--- src/rtl/pri_pkg.sv ---
`default_nettype none
// ============================================================================
//  Module   : pri_pkg
//  Purpose  : Shared widths and types for the priority-normalizer datapath.
//  Revision : 1.0  initial release
// ============================================================================
package pri_pkg;

   localparam int WIDTH     = 56;   // data width and number of legal MSB slots
   localparam int WIDTH_LOG = 6;    // index / shift width
   localparam int SPLIT     = 3;    // low shift bits deferred to stage 2

   typedef logic [WIDTH-1:0]     pri_word_t;
   typedef logic [WIDTH_LOG-1:0] pri_idx_t;

endpackage
`default_nettype wire

--- src/rtl/pri_shift_stage.sv ---
`default_nettype none
// ============================================================================
//  Module   : pri_shift_stage
//  Purpose  : Registered barrel-shift slice with valid/ready. Applies the
//             shift bits at or above LSB, forwards the bits below LSB as the
//             remaining shift, and carries total shift and flags alongside.
//  Revision : 1.0  initial release
// ============================================================================
module pri_shift_stage #(
   parameter int WIDTH = 56,
   parameter int SHW   = 6,
   parameter int LSB   = 0
) (
   input  logic             clk,
   input  logic             rst,
   input  logic             in_valid,
   output logic             in_ready,
   input  logic [WIDTH-1:0] in_data,
   input  logic [SHW-1:0]   in_rem,
   input  logic [SHW-1:0]   in_tot,
   input  logic             in_zero,
   input  logic             in_err,
   output logic             out_valid,
   input  logic             out_ready,
   output logic [WIDTH-1:0] out_data,
   output logic [SHW-1:0]   out_rem,
   output logic [SHW-1:0]   out_tot,
   output logic             out_zero,
   output logic             out_err
);

   // Shift bits below LSB are left for a later slice.
   localparam logic [SHW-1:0] c_LOW_MASK = SHW'((1 << LSB) - 1);

   logic             valid_d, valid_q;
   logic [WIDTH-1:0] data_d,  data_q;
   logic [SHW-1:0]   rem_d,   rem_q;
   logic [SHW-1:0]   tot_d,   tot_q;
   logic             zero_d,  zero_q;
   logic             err_d,   err_q;

   // Register may load when empty or when its content leaves this cycle.
   assign in_ready = !valid_q || out_ready;

   // Next-state: payload only changes on an accepted word, so it holds under stall.
   always_comb begin
      valid_d = valid_q;
      data_d  = data_q;
      rem_d   = rem_q;
      tot_d   = tot_q;
      zero_d  = zero_q;
      err_d   = err_q;
      if (in_ready) begin
         valid_d = in_valid;
      end
      if (in_ready && in_valid) begin
         data_d = in_data << (in_rem & ~c_LOW_MASK);
         rem_d  = in_rem & c_LOW_MASK;
         tot_d  = in_tot;
         zero_d = in_zero;
         err_d  = in_err;
      end
   end

   // State registers with synchronous clear; reset discards any word held.
   always_ff @(posedge clk) begin
      if (rst) begin
         valid_q <= 1'b0;
         data_q  <= '0;
         rem_q   <= '0;
         tot_q   <= '0;
         zero_q  <= 1'b0;
         err_q   <= 1'b0;
      end else begin
         valid_q <= valid_d;
         data_q  <= data_d;
         rem_q   <= rem_d;
         tot_q   <= tot_d;
         zero_q  <= zero_d;
         err_q   <= err_d;
      end
   end

   assign out_valid = valid_q;
   assign out_data  = data_q;
   assign out_rem   = rem_q;
   assign out_tot   = tot_q;
   assign out_zero  = zero_q;
   assign out_err   = err_q;

endmodule
`default_nettype wire

--- src/rtl/pri_normalizer.sv ---
`default_nettype none
// ============================================================================
//  Module   : pri_normalizer
//  Purpose  : Left-normalizes a word so its leading one sits at the top bit,
//             using the upstream encoder's MSB index, and flags any index
//             that disagrees with the data. Two-stage valid/ready pipeline.
//  Revision : 1.0  initial release
// ============================================================================
module pri_normalizer
   import pri_pkg::*;
(
   input  logic      clk,
   input  logic      rst,
   input  logic      in_valid,
   output logic      in_ready,
   input  pri_word_t in_data,
   input  pri_idx_t  in_msb,
   output logic      out_valid,
   input  logic      out_ready,
   output pri_word_t out_data,
   output pri_idx_t  out_shift,
   output logic      out_zero,
   output logic      out_err
);

   logic      w_zero;
   logic      w_err;
   pri_word_t w_hi;
   pri_idx_t  w_sh;

   logic      w_s1_valid, w_s2_ready;
   pri_word_t w_s1_data;
   pri_idx_t  w_s1_rem, w_s1_tot;
   logic      w_s1_zero, w_s1_err;
   pri_idx_t  w_s2_rem, w_s2_tot;

   // Encoder check: data shifted down by the claimed index must be exactly 1;
   // out-of-range indices shift everything out and fail the same test.
   always_comb begin
      w_zero = ~|in_data;
      w_hi   = in_data >> in_msb;
      w_err  = w_zero ? (in_msb != '0) : (w_hi != pri_word_t'(1));
      w_sh   = (w_zero || w_err) ? '0 : (pri_idx_t'(WIDTH - 1) - in_msb);
   end

   pri_shift_stage #(
      .WIDTH (WIDTH),
      .SHW   (WIDTH_LOG),
      .LSB   (SPLIT)
   ) u_stage1 (
      .clk       (clk),
      .rst       (rst),
      .in_valid  (in_valid),
      .in_ready  (in_ready),
      .in_data   (in_data),
      .in_rem    (w_sh),
      .in_tot    (w_sh),
      .in_zero   (w_zero),
      .in_err    (w_err),
      .out_valid (w_s1_valid),
      .out_ready (w_s2_ready),
      .out_data  (w_s1_data),
      .out_rem   (w_s1_rem),
      .out_tot   (w_s1_tot),
      .out_zero  (w_s1_zero),
      .out_err   (w_s1_err)
   );

   pri_shift_stage #(
      .WIDTH (WIDTH),
      .SHW   (WIDTH_LOG),
      .LSB   (0)
   ) u_stage2 (
      .clk       (clk),
      .rst       (rst),
      .in_valid  (w_s1_valid),
      .in_ready  (w_s2_ready),
      .in_data   (w_s1_data),
      .in_rem    (w_s1_rem),
      .in_tot    (w_s1_tot),
      .in_zero   (w_s1_zero),
      .in_err    (w_s1_err),
      .out_valid (out_valid),
      .out_ready (out_ready),
      .out_data  (out_data),
      .out_rem   (w_s2_rem),
      .out_tot   (w_s2_tot),
      .out_zero  (out_zero),
      .out_err   (out_err)
   );

   // The final slice consumes every remaining bit, so its remainder is zero.
   assign out_shift = w_s2_tot | w_s2_rem;

endmodule
`default_nettype wire

--- config.mk ---
export PLATFORM = sky130hd
export DESIGN_NAME = pri_normalizer
export DESIGN_NICKNAME = d
export VERILOG_FILES = /design/src/rtl/pri_pkg.sv /design/src/rtl/pri_shift_stage.sv /design/src/rtl/pri_normalizer.sv
export SDC_FILE = /design/constraint.sdc
export NUM_CORES = 1
export LEC_CHECK = 0
export CORE_ASPECT_RATIO = 0.9
export CORE_MARGIN = 3
export CORE_UTILIZATION = 40
export DETAILED_ROUTE_END_ITERATION = 10
export SETUP_SLACK_MARGIN = 0.1
export SYNTH_ARGS = -nofsm -noshare
export SYNTH_HDL_FRONTEND = slang
export SYNTH_SLANG_ARGS = --single-unit
--- constraint.sdc ---
create_clock -name clk -period 3.77 [get_ports clk]
set_input_delay 0.5655 -clock clk [delete_from_list [all_inputs] [get_ports clk]]
set_output_delay 0.5655 -clock clk [all_outputs]
set_load 0.01 [all_outputs]
placement_by_type.png
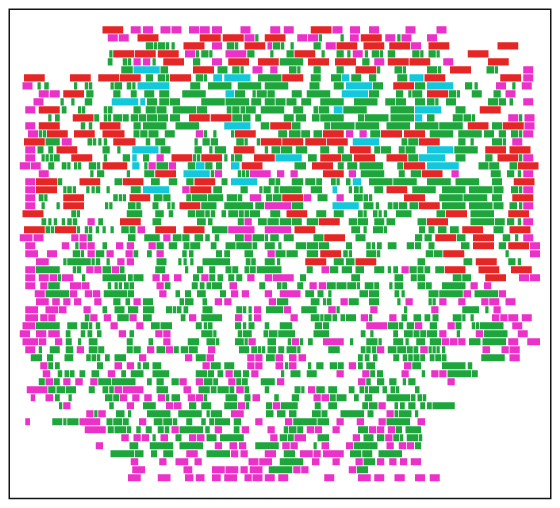
| class | colour | cells | share of their area |
|---|---|---|---|
| other buffers and delay cells | magenta | 391 | 23% |
| flops | red | 130 | 17% |
| clock drivers and dummy loads | cyan | 32 | 3.9% |
| combinational and other logic | green | 1010 | 55% |
fin util: 56.1%
# rows: 57

flops_by_reg.png
Bar = 50 microns. Other sequential cells in the stronger grey, the rest of the logic in the fainter grey.
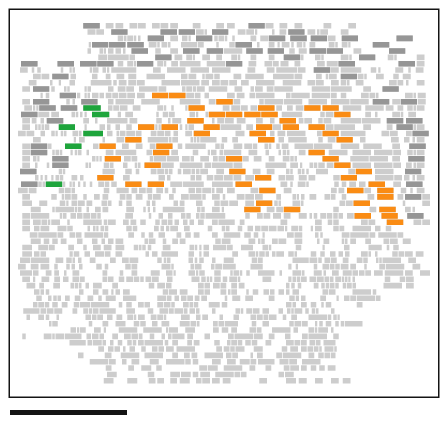
| signal | colour | sequential cells |
|---|---|---|
| `u_stage1.out_tot` | green | 6 |
| `u_stage1.out_data` | orange | 56 |
fraction of area in registers: 16.9%
FF+latch area: 2610 sq um
Seq power: 1520 uW

==> reports/metrics.yaml <==
status:
  outcome: "finished, final reports clean"
final_timing:
  final.min_clock_period_ps: 3660
  max_freq_mhz: 273
  setup_viol: 0
  finalHoldViolCount: 0
  finalSetupTns_ps: 0
  relSlewSlack_pct: 39.9
  rsz0062_at_grt: "no"
  timing.final.ws_setup_ps: 109
  fin_worst_skew_ps: 10.8
  worst_slew_pin_slew_ps: 898
  drv_slew: 0
  finalClockPeriodUsage_pct: 97.1
  timing.hold.ws_ps: 456
synth:
  ys.flops: 130
  synth.area.mux_share_pct: 27.3
  ys_sh_adder_pct: 0.110
  async_reset_ff_share_pct: 0
  logic_family: "multiplexers"
  post-synth-top-count-cell: "dfxtp_1"
  synth.cellmix.compoundShare_pct: 26.5
  synth_warnings: 0
  synth_area_sq_um: 11400
  ys_area_sq_um: 11400
  synth_nets: 1377
  edf_count: 0
  synth_area_leader_cell: "dfxtp_1"
  synth-simple-area-share_pct: 15.7
  xor_area_share_pct: 0.154
  top_area_share_pct: 22.9
  postSynthSeqShare_pct: 22.9
  syn_avg_cell_area_sq_um: 8.67
  ys.flop_type: "dfxtp_1"
  netlist_instances: 1310
  yosysUniqueCellTypes: 80
  synthTopCellsByArea: "dfxtp_1, mux4_2, mux2i_1, a211oi_1, clkbuf_1"
  synthTopCellsByCount: "dfxtp_1, clkbuf_1, nor2_1"
  ys_cells: 1310
clock_tree:
  clk_pin_slew_worst_paths_ps: 60
  cts_root_buf: "clkbuf_16"
  cts_resized: 12
  cts.path.max_buffers: 2
  post_cts_buffers: 0
  htreeDepth: 4
  holdBufCountCts: 0
  clock_latency_ps: 410
  cts_tree: "done"
  cts_made_buffers: 17
  cts.sinks: 130
worst_setup_path:
  worstPathCellList: "clkdlybuf4s50_1 > buf_4 > mux2_2 > a2111oi_2 > or3_1 > a32oi_1 > or4b_4 > a22o_1 > or3_4 > clkbuf_16 > buf_4 > o221ai_1 > o211ai_1"
  startpoint: "in_data[31]"
  critPathMaxFanout: 8
  crit_cells: 13
  crit_required_ps: 4050
  critical_path_buf_inv_count: 4
  r2r_cells: 8
  cp-start-kind: "primary input"
  cpMaxStageDelayCell: "or4b_4"
  r2r_start: "u_stage2.out_valid"
  arrival_ps: 3940
  crit_top_cell: "buf_4"
  reg2reg_to: "u_stage1.out_data[13]"
  cpLargestDelayFamily: "simple AND/OR/NAND/NOR gates"
  path_class: "in -> reg"
  cpPeakStageDelay_ps: 480
  crit_path_end: "u_stage1.out_data[40]"
  end_kind: "register"
  r2r_slack_ps: 1370
cells_and_area:
  syn2layout_area_growth_pct: 35.6
  combGateArea_sq_um: 8170
  fin_cells: 1917
  nFillCells: 2524
  most-common-layout-cells: "buf_4, dfxtp_1, nor2_1, mux2i_1, nand2_1"
  fin_area_sq_um: 15400
  lay_top_count: "buf_4"
  nNetsFinal: 1617
  n_antenna_cell: 0
  drive_above_1_share_pct: 29.2
placed_design:
  pre_cts_slack_ps: -530
  dp_cells: 1878
  portBuffers: 131
  place_hpwl_microns: 33700
  routabilityCongestion: 0.945
  place_area_sq_um: 14400
hold_path:
  hold_start: "u_stage1.out_tot[5]"
  min_path_type: "reg -> reg"
  hold-path-endpoint: "u_stage1.out_tot[5]"
  min_path_cells: 2
grt:
  grt_pass1_vias: 11700
  grt_max_degree: 79
  grt_pass1_wl_microns: 70000
  use_met3_pct: 6.40
  grt.overflow.total: 0
  grt.met2_usage_pct: 42.4
  busiest_layer: "met1"
  antenna_found_initial: 1
  met1_usage_pct: 42.5
die:
  dieArea_sq_um: 30500
  num_io_pins: 132
  coreArea_sq_um: 27500
  fp-utilization_pct: 41.4
  dieHeight_microns: 166
  die_w_microns: 184
detailed_routing:
  dr_wl_met3_microns: 4490
  post_drt_wl_per_cell_microns: 23.8
  ant_nets: 0
  drcViolationCount: 0
  wl_met2_microns: 19700
  drtIter0Drc: 1105
  highest_layer: "met5"
  vias_per_cell: 6.38
  drtPass1Iterations: 6
  m1WireLength_microns: 20300
pwr:
  power_leakage_uw: 0.00578
  irDropWorstVdd_v: 0.000330
  power_uw: 4590
  powerDensity_nw_per_um2: 298
flow_run:
  tool_warnings: 26
  maxCapViolCount: 0
wires.png
Bar = 50 microns.
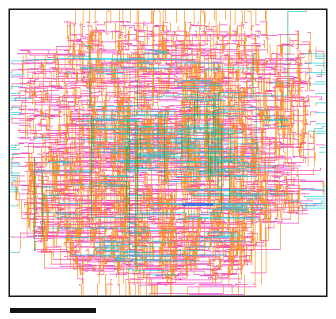
| layer | colour | wire length |
|---|---|---|
| metal 4 | green | 1040 microns |
| metal 5 | blue | 16.6 microns |
| metal 1 | magenta | 20.3 mm |
| metal 2 | orange | 19700 microns |
| metal 3 | cyan | 4490 microns |
GRT Total Usage: 28.9%
final WL: 45600 microns
via count: 12200

-- registers in the layout, summed over array words and instances, names as in the netlist --
name,count
u_stage1.out_valid,1
u_stage1.out_err,1
u_stage2.out_err,1
u_stage2.out_valid,1
u_stage1.out_tot,6
u_stage1.out_zero,1
u_stage2.out_data,56
u_stage1.out_data,56
u_stage2.out_tot,6
u_stage2.out_zero,1
-- area by class of cell --
type                       instances  area share [%]
clock buffer                      18            2.85
timing repair buffer             391            22.8
multi-input combinational        992            53.1
inverter                          18           0.439
clock inverter                    14           0.975
tap                              354            2.88
sequential                       130            16.9
-- power breakdown --
| part | internal [uW] | switching, uW | leakage, uW |
|---|---|---|---|
| Combinational | 661 | 739 | 0.00442 |
| Clock | 999 | 668 | 0.000284 |
| Sequential | 1450 | 72.7 | 0.00107 |
| Total | 3110 | 1480 | 0.00578 |
No activity file was given, so power comes from the tool's default toggle rates.
